[src/rtl/memshare_regfile_loader.sv]
// memshare_regfile_loader
// Write-side programmer for the memShare L1PA type-0 register file. Takes a
// valid/ready stream of shift patterns, packs each one into a page word
// {shift, delta, isGtr} and writes consecutive pages, starting at a base
// address. The base address wraps modulo PAGE_NUM. While SCU.memShare() is
// active the loader holds off, so a page is never rewritten under a read.
//
// Optional feature: define MEMSHARE_LOADER_CKSUM_EN to add cfg_cksum_i and
// cksum_err_o. The loader then sums every written page word, mod 256, and
// compares the sum with the expected checksum when the load completes.
module memshare_regfile_loader #(
  parameter int SHIFT_BITWIDTH = 3,
  parameter int DELTA_BITWIDTH = 3,
  parameter int PAGE_NUM       = 64,
  parameter int ADDR_WIDTH     = 6
) (
  input  logic                                         sys_clk,
  input  logic                                         rstn,
  input  logic                                         cfg_start_i,
  input  logic [ADDR_WIDTH-1:0]                        cfg_base_addr_i,
  input  logic [ADDR_WIDTH:0]                          cfg_len_i,
  input  logic                                         pat_valid_i,
  output logic                                         pat_ready_o,
  input  logic [SHIFT_BITWIDTH-1:0]                    pat_shift_i,
  input  logic [DELTA_BITWIDTH-1:0]                    pat_delta_i,
  input  logic                                         pat_last_i,
  input  logic                                         scu_memShare_busy_i,
  output logic [ADDR_WIDTH-1:0]                        regType0_waddr_o,
  output logic [SHIFT_BITWIDTH+DELTA_BITWIDTH:0]       regType0_wdata_o,
  output logic                                         regType0_we_o,
  output logic                                         busy_o,
  output logic                                         done_o,
  output logic                                         err_o
`ifdef MEMSHARE_LOADER_CKSUM_EN
  ,
  input  logic [7:0]                                   cfg_cksum_i,
  output logic                                         cksum_err_o
`endif
);

  localparam int PAGE_WIDTH = SHIFT_BITWIDTH + DELTA_BITWIDTH + 1;
  localparam int LEN_W      = ADDR_WIDTH + 1;
  localparam logic [LEN_W-1:0]      PAGE_NUM_L = LEN_W'(PAGE_NUM);
  localparam logic [ADDR_WIDTH-1:0] LAST_PAGE  = ADDR_WIDTH'(PAGE_NUM - 1);

  typedef enum logic [1:0] {
    S_IDLE = 2'd0,
    S_LOAD = 2'd1,
    S_DONE = 2'd2
  } state_t;

  state_t                  state_q, state_d;
  logic [ADDR_WIDTH-1:0]   ptr_q, ptr_d;
  logic [LEN_W-1:0]        rem_q, rem_d;
  logic                    we_q, we_d;
  logic [ADDR_WIDTH-1:0]   waddr_q, waddr_d;
  logic [PAGE_WIDTH-1:0]   wdata_q, wdata_d;
  logic                    busy_q, busy_d;
  logic                    done_q, done_d;
  logic                    err_q, err_d;
  logic                    hs;
  logic [PAGE_WIDTH-1:0]   page_word;
`ifdef MEMSHARE_LOADER_CKSUM_EN
  logic [7:0]              sum_q, sum_d;
  logic [7:0]              cks_cfg_q, cks_cfg_d;
  logic                    cks_err_q, cks_err_d;
`endif

  // Ready is combinational so that a rising SCU busy stalls the stream in the same cycle.
  assign pat_ready_o = (state_q == S_LOAD) && !scu_memShare_busy_i;
  assign hs          = pat_valid_i && pat_ready_o;
  assign page_word   = {pat_shift_i, pat_delta_i, pat_last_i};

  // Next-state, pointer/counter and registered write-port values.
  always_comb begin
    state_d = state_q;
    ptr_d   = ptr_q;
    rem_d   = rem_q;
    we_d    = 1'b0;
    waddr_d = waddr_q;
    wdata_d = wdata_q;
    done_d  = 1'b0;
    err_d   = err_q;
`ifdef MEMSHARE_LOADER_CKSUM_EN
    sum_d     = sum_q;
    cks_cfg_d = cks_cfg_q;
    cks_err_d = cks_err_q;
`endif
    case (state_q)
      S_IDLE: begin
        if (cfg_start_i) begin
          ptr_d = cfg_base_addr_i;
          // Oversized lengths are flagged and clamped to the full page count.
          err_d = (cfg_len_i > PAGE_NUM_L);
          rem_d = (cfg_len_i > PAGE_NUM_L) ? PAGE_NUM_L : cfg_len_i;
`ifdef MEMSHARE_LOADER_CKSUM_EN
          sum_d     = 8'd0;
          cks_cfg_d = cfg_cksum_i;
          cks_err_d = 1'b0;
`endif
          if (cfg_len_i == '0) begin
            state_d = S_DONE;
            done_d  = 1'b1;
          end else begin
            state_d = S_LOAD;
          end
        end
      end
      S_LOAD: begin
        if (cfg_start_i) err_d = 1'b1;
        if (hs) begin
          we_d    = 1'b1;
          waddr_d = ptr_q;
          wdata_d = page_word;
          ptr_d   = (ptr_q == LAST_PAGE) ? '0 : ptr_q + ADDR_WIDTH'(1);
          rem_d   = rem_q - LEN_W'(1);
`ifdef MEMSHARE_LOADER_CKSUM_EN
          sum_d   = sum_q + 8'(page_word);
`endif
          if (rem_q == LEN_W'(1)) begin
            state_d = S_DONE;
            done_d  = 1'b1;
          end
        end
      end
      S_DONE: begin
        if (cfg_start_i) err_d = 1'b1;
`ifdef MEMSHARE_LOADER_CKSUM_EN
        cks_err_d = (sum_q != cks_cfg_q);
`endif
        state_d = S_IDLE;
      end
      default: state_d = S_IDLE;
    endcase
    busy_d = (state_d != S_IDLE);
  end

  // State and output registers with synchronous active-low reset.
  always_ff @(posedge sys_clk) begin
    if (!rstn) begin
      state_q <= S_IDLE;
      ptr_q   <= '0;
      rem_q   <= '0;
      we_q    <= 1'b0;
      waddr_q <= '0;
      wdata_q <= '0;
      busy_q  <= 1'b0;
      done_q  <= 1'b0;
      err_q   <= 1'b0;
`ifdef MEMSHARE_LOADER_CKSUM_EN
      sum_q     <= 8'd0;
      cks_cfg_q <= 8'd0;
      cks_err_q <= 1'b0;
`endif
    end else begin
      state_q <= state_d;
      ptr_q   <= ptr_d;
      rem_q   <= rem_d;
      we_q    <= we_d;
      waddr_q <= waddr_d;
      wdata_q <= wdata_d;
      busy_q  <= busy_d;
      done_q  <= done_d;
      err_q   <= err_d;
`ifdef MEMSHARE_LOADER_CKSUM_EN
      sum_q     <= sum_d;
      cks_cfg_q <= cks_cfg_d;
      cks_err_q <= cks_err_d;
`endif
    end
  end

  assign regType0_we_o    = we_q;
  assign regType0_waddr_o = waddr_q;
  assign regType0_wdata_o = wdata_q;
  assign busy_o           = busy_q;
  assign done_o           = done_q;
  assign err_o            = err_q;
`ifdef MEMSHARE_LOADER_CKSUM_EN
  assign cksum_err_o      = cks_err_q;
`endif

endmodule

[config.mk]
export PLATFORM = sky130hd
export DESIGN_NAME = memshare_regfile_loader
export DESIGN_NICKNAME = d
export VERILOG_FILES = /design/src/rtl/memshare_regfile_loader.sv
export SDC_FILE = /design/constraint.sdc
export NUM_CORES = 1
export LEC_CHECK = 0
export CORE_AREA = 4 4 64 66
export DETAILED_ROUTE_END_ITERATION = 10
export DIE_AREA = 0 0 68 70
export GPL_ROUTABILITY_DRIVEN = 1
export GPL_TIMING_DRIVEN = 0
export PLACE_DENSITY_LB_ADDON = 0.2
export SYNTH_ARGS = -nofsm -noshare
export SYNTH_HDL_FRONTEND = slang
export SYNTH_SLANG_ARGS = --single-unit
[constraint.sdc]
create_clock -name sys_clk -period 1.95 [get_ports sys_clk]
set_input_delay 0.585 -clock sys_clk [delete_from_list [all_inputs] [get_ports sys_clk]]
set_output_delay 0.585 -clock sys_clk [all_outputs]
set_load 0.02 [all_outputs]
==> run notes <==
Summary of the current implementation state.

- The summed area of non-filler cells in the final layout is around 2200 µm², for reference.
- The commonest non-fill, non-tap cell in the layout is clkdlybuf4s50_1, for reference.
- The internal portion of the total power is 1.19 mW.
- The part of the power in registers is a little over two fifths, for reference.
- The and-or/or-and share of the synthesized area is approximately a quarter, for reference.
- The maximum clock insertion buffer count is 2, for reference.
- The placement report lists the number of port buffers as 42.
- Global routing used 25.1% of the available met1 tracks.
- Setup slack on the critical path of the routed design comes to 0.0634 ns.
- Global routing used about a quarter of the available met2 tracks.
- The detailed-routing wirelength on met1 is 1920 µm, for reference.
- The total placed cells including tap cells is between 200 and 300, for reference.
- The number of nets in the synthesized netlist is 226.
- Setup slack on the worst path after placement came out at -0.551 ns.
- The mapped netlist covers 1590 µm².
- In this run the top signal layer used is met4.
- The number of standard-cell rows in the floorplan is 22, for reference.
- The global route stage reports its total congestion overflow as 0.
- The share of flip-flops with an asynchronous set or reset is 0%, for reference.
- The final timing report counts setup violations totalling 0.
- In this run the worst setup path terminates at pat_ready_o.
- The worst clock skew on the final layout is 0.00816 ns, for reference.
- The first global-routing pass estimated 6540 µm of wire.
- After Yosys synthesis, XOR and XNOR cells account for 0% of the synthesized area.
- The post-route total power is ~1.8 mW, for reference.
- The source-to-sink clock delay at the later pin of the worst-skew pair is 0.33 ns, for reference.
- Once detailed placement completed, the half-perimeter wirelength came to 2890 µm.
- TritonRoute output was used to compute an average wire per cell of 13.4 µm.
- The final standard cell utilization of the core is 60.6%, for reference.
- The worst setup path is launched from a primary input.
- The die is 68 µm wide.
- The most used routing layer in global routing is met2, for reference.
- The analysis reports a worst IR drop on VDD of 0.493 mV.
- The clock share of power is 22.1%, for reference.
- Buffers inserted during clock tree synthesis total 5.
- The arrival time at the worst endpoint is 1.30 ns, for reference.
- The slew at the pin closest to its max-slew limit is 0.520 ns, for reference.
- The antenna violation net count after detailed routing is 0, for reference.
- The H-tree depth is 2, for reference.
- The detailed route wirelength on metal2 is between 1500 and 2000 µm, for reference.
- The number of instances on the worst hold path is 2, for reference.
- Sorting the synthesized cells by how often they occur yields nand2_1, dfxtp_1, a21oi_1.
- The sequential-to-total area share from yosys stat is 40.4%, for reference.
- Power spread over the standard cell area amounts to 850 nW/µm².
- The longest incremental delay of any stage on the critical path is reported as around 0.55 ns.
- The global routing report lists met3 layer usage as 3.54%.
- The accumulated negative setup slack is 0 ns, for reference.
- Summed over all layers, the routed wires come to 3970 µm.
- The hold violation total from the final report is 0, for reference.
- The post-layout net count is 277, for reference.
- The largest non-sequential cell family by area is AND-OR/OR-AND gates, for reference.
- The time the final worst path needs with I/O delays and setup is 1.89 ns, for reference.
- By area the synthesized netlist is led by dfxtp_1, nand2_1, a21oi_1.
- The reg-to-reg startpoint is state_q[1]$_SDFF_PN0_, for reference.
- Looking at the group totals, the largest power group turns out to be registers.
- Max-slew check failures listed in the final report amount to 0.
- The run finished with clean final reports.
- In this run the biggest area consumer among cell types represents between 40% and 50% of the synthesized area.
- The cell sequence reported for the critical path is clkdlybuf4s50_1 -> nor2_4 -> buf_6.
- The count of library flops with an enable pin is 0, for reference.
- The number of diodes is 0, for reference.
- The synthesis stat section lists a flop and latch total of 32.
- The region available for standard cell placement spans 3580 µm².
- Warnings reported by Yosys during synthesis add up to 0.
- Walking the critical path from launch to capture passes 3 cell instances.
- Dividing the detail-routed via count by the number of cells gives around 5.3.
- The fraction of layout instances using a drive strength above 1 is roughly an eighth, for reference.
- In this run the maximum-capacitance check reported violations numbering 0.
- The synthesized netlist devotes slightly below 4% of its cell area to adder and majority cells.
- The number of DRC violations after detailed routing is 0, for reference.
- The average cell area after synthesis is about 8.1 µm², for reference.
- The overall routing resource usage is between 10% and 20%, for reference.
- The number of DRC markers after the initial detailed-route iteration is 139, for reference.
- Per the timing report, the most critical flop-to-flop path finishes at ptr_q[2]$_SDFFE_PN0P_.
- The number of global-route vias before repair is approximately 1400, for reference.
- The relative area change from synthesis to final layout is 36.9%, for reference.
- The TritonCTS clock tree is done, for reference.
- The worst setup path is captured at a primary output.
- The cell with the largest stage delay on the worst path is clkdlybuf4s50_1, for reference.
- The power consumed by the clock network is 0.408 mW, for reference.
- The die height is 70 µm, for reference.
- The post-synthesis cell count is 196, for reference.
- The startpoint of the worst setup timing path is scu_memShare_busy_i, for reference.
- The post-synth area from yosys stat is 1590 µm², for reference.
- The net switching share of the total power is 35.6%, for reference.
- The multiplexer share of the synthesized area is 0.631%, for reference.
- The clock drives 32 sinks.
- The worst slew slack as a fraction of its limit is 65.3%, for reference.
- The most common logic cells in the final layout are clkdlybuf4s50_1, nand2_1, dfxtp_1.
- Once placement finished, the instance area stood at roughly 2100 µm².
- Clock-pin slew was measured on the worst setup and hold paths at ~0.10 ns.
- The share of synthesized cell area in and, or, nand and nor gates is a little under a quarter, for reference.
- Summed over all sequential cells, the power is 0.803 mW.
- The initial antenna violation count is 0, for reference.
- The floorplan step records an initial core utilization of 44.3%.
- The leakage power of the design is 0.780 nW, for reference.
- Logic depth along the worst register-to-register path is recorded as 9.
- The reg-to-reg setup timing slack is approximately 0.13 ns, for reference.
- The worst path uses 96.7% of the clock period.
- The power in combinational cells is 0.632 mW, for reference.
cell type report:
| class | count | area, µm² |
|---|---|---|
| fill | 342 | 1410 |
| multi-input combinational | 147 | 880 |
| sequential | 32 | 643 |
| timing repair buffer | 44 | 437 |
| tap | 48 | 60.1 |
| buffer | 10 | 55.1 |
| clock buffer | 6 | 51.3 |
| inverter | 7 | 33.8 |
| clock inverter | 2 | 10.0 |
what timing repair did:
action,in CTS,in global routing
gates resized,13,4
buffers inserted,1,1
pin swaps,0,1
hold buffers,0,0
setup endpoints to repair,1,2
sequential cells by signal, indices dropped and copies added, names as in the netlist:
register / count
busy_o: 1
done_o: 1
state_q: 2
rem_q: 7
regType0_waddr_o: 6
regType0_wdata_o: 7
ptr_q: 6
err_o: 1
regType0_we_o: 1
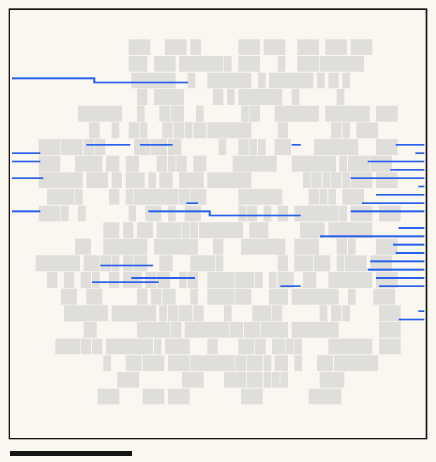
Figure 1: M3 wires.
Bar = 20 µm. Cells faint in the background.
The wires run mostly horizontal. The layer holds 6.2% of the routed length. The layer carries 247 µm of wire.

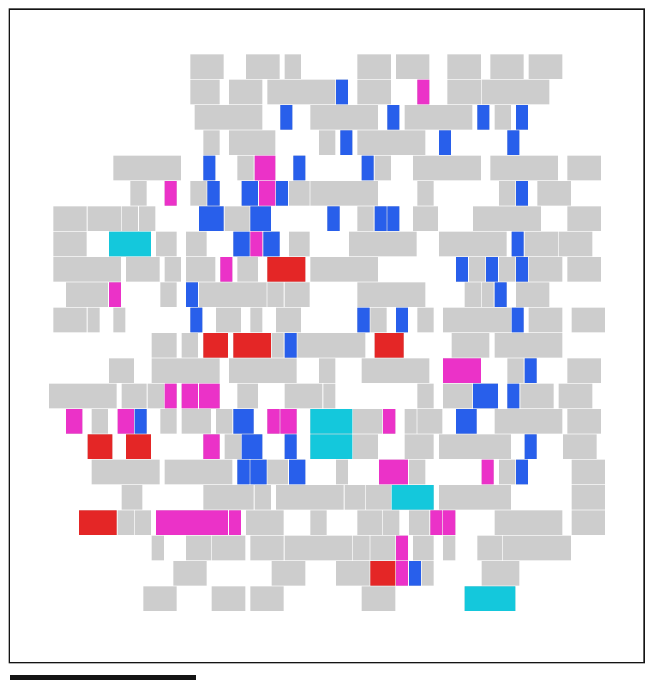
Figure 2: gate-type map.
Bar = 20 µm.
Red shows non-inverting ao/oa cells, cells 8. Cyan shows fa/ha/maj cells, cells 5. Magenta shows nor cells, cells 25. Blue shows nand cells, cells 47.
fraction of area in multi-input gates: 40.5%
post-layout instance count excluding filler cells: 296

Power figures rest on the tool's default switching activity, not on a simulated workload.
